Placement view:
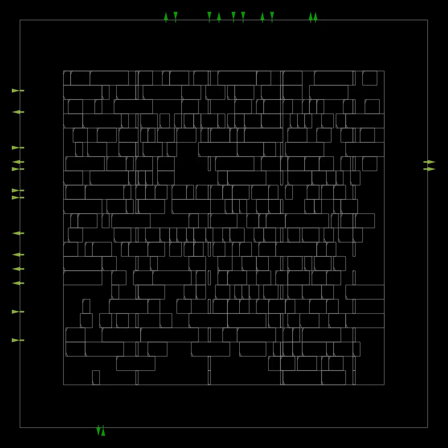
The metal 3 layer:
Scale: 4 px per µm.
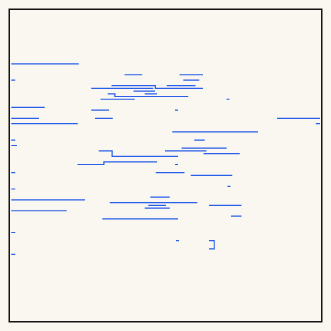
Placed cells, one color a class:
Scale: 4 px per µm.
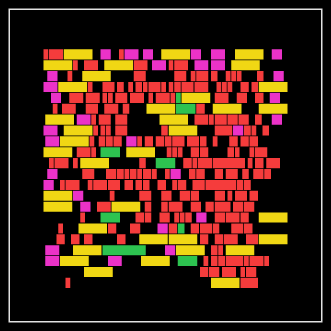
Wiring by layer:
Scale: 4 px per µm. Two of the layers only.
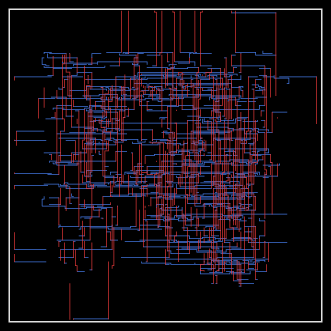
==> config.mk <==
export PLATFORM = sky130hd
export DESIGN_NAME = iic_target
export DESIGN_NICKNAME = d
export VERILOG_FILES = /design/src/rtl/iic_pkg.sv /design/src/rtl/iic_sync_edge.sv /design/src/rtl/iic_target.sv
export SDC_FILE = /design/constraint.sdc
export NUM_CORES = 1
export LEC_CHECK = 0
export CAP_MARGIN = 20
export CORE_MARGIN = 8
export CORE_UTILIZATION = 55
export DETAILED_ROUTE_END_ITERATION = 12
export PLACE_DENSITY = 0.81
export SKIP_LAST_GASP = 1
export SLEW_MARGIN = 20
export SYNTH_ARGS = -nofsm -noshare
export SYNTH_HDL_FRONTEND = slang
export SYNTH_HIERARCHICAL = 1
export SYNTH_SLANG_ARGS = --single-unit
==> constraint.sdc <==
create_clock -name clk -period 2.8 [get_ports clk]
set_clock_uncertainty 0.05 [all_clocks]
set_input_delay 0.42 -clock clk [delete_from_list [all_inputs] [get_ports clk]]
set_output_delay 0.42 -clock clk [all_outputs]
set_load 0.1 [all_outputs]
==> run notes <==
Status of the implementation.

- Entering global routing, the biggest net connects 24 pins.
- Per the synthesis report, the AND-OR/OR-AND share of the synthesized area is 0.214.
- The count of warning messages emitted by the tools is 27, for reference.
- The run finished with clean final reports.
- For this run the aggregate overflow at the end of global routing stands at 0.
- Yosys shows that the main logic family after synthesis is simple AND/OR/NAND/NOR gates.
- Dividing the detail-routed via count by the number of cells gives 6.12.
- The power report attributes to the sequential group a share of 0.487.
- The total cell area reported by yosys after synthesis is 2100 µm², for reference.
- The antenna violation net count after detailed routing is 0, for reference.
- Setup repair after global routing left no endpoint under its margin.
- The highest-utilization routing layer at the global route stage is met2, for reference.
- The detailed placer reported the number of placed instances as 315.
- The layout report lists the non-clock buffer share of cell area as 0.108.
- Based on the critical path, the design can be clocked at up to 392 MHz.
- Across all hold checks on the routed design, the worst slack comes to 0.356 ns.
- The repair_antennas step left the layout with diodes totalling 0.
- 197 cells are multi-input combinational gates.
- In this run, the number of DRC markers left after iteration 0 of detailed routing was 182.
- The power report lists the sequential group at 0.000538 W.
- The worst slack at placement is 0.298 ns, for reference.
- In this run the register-to-register setup slack is 0.25 ns.
- The die outline height is 77.7 µm, for reference.
- Summed over all instances, the cell type with the most area after synthesis is sky130_fd_sc_hd__dfxtp_1.
- The mean instance size in the synthesized netlist is 8.22 µm², for reference.
- Registers take 721 µm².
- RePlAce ended its routability-driven mode at a weighted congestion of 0.885.
- Leaving out fill and tap cells, the most frequent cells in the layout are sky130_fd_sc_hd__dfxtp_1, sky130_fd_sc_hd__nor2_1, sky130_fd_sc_hd__nand2_1.
- By area the synthesized netlist is led by sky130_fd_sc_hd__dfxtp_1, sky130_fd_sc_hd__mux2i_1, sky130_fd_sc_hd__nor2_1, sky130_fd_sc_hd__nand2_1, sky130_fd_sc_hd__o21ai_0.
- The headroom to the max-slew limit is 0.467, for reference.
- The critical path data arrival time is 2.68 ns, for reference.
- The layout overhead on the synthesized area is 16.4%, for reference.
Back to the opening pictures, 'placement view':
FF+latch count: 36
Final Util: 0.666
well-tap cell count: 48
Core Area: 3660 µm²
layout filler cell count: 318

Back to the opening pictures, 'the metal 3 layer':
main direction: horizontal
longest straight run: 21.6 µm
wire length on this layer: 381 µm
nets with wire on the layer: 39
total vias in the final route: 1,976
Total Routed Length: 5.16 mm
GR Layer Usage met3: 0.0380

Back to the opening pictures, 'placed cells, one color a class':
[yellow] flops | cells: 36 | share of their area: 30%
[red] combinational and other logic | cells: 200 | share of their area: 54%
[magenta] other buffers and delay cells | cells: 31 | share of their area: 11%
[green] clock drivers and dummy loads | cells: 8 | share of their area: 4.5%
Final Instance Area: 2440 µm²
sequential cell area share: 0.296
total number of placement rows: 22

Back to the opening pictures, 'wiring by layer':
[blue] metal 1 | wire length: 2,400 µm
[red] metal 2 | wire length: 2,290 µm
per-cell routed wire length: 16.0 µm
GR Util All Layers: 0.170

No activity file was given, so power comes from the tool's default toggle rates.
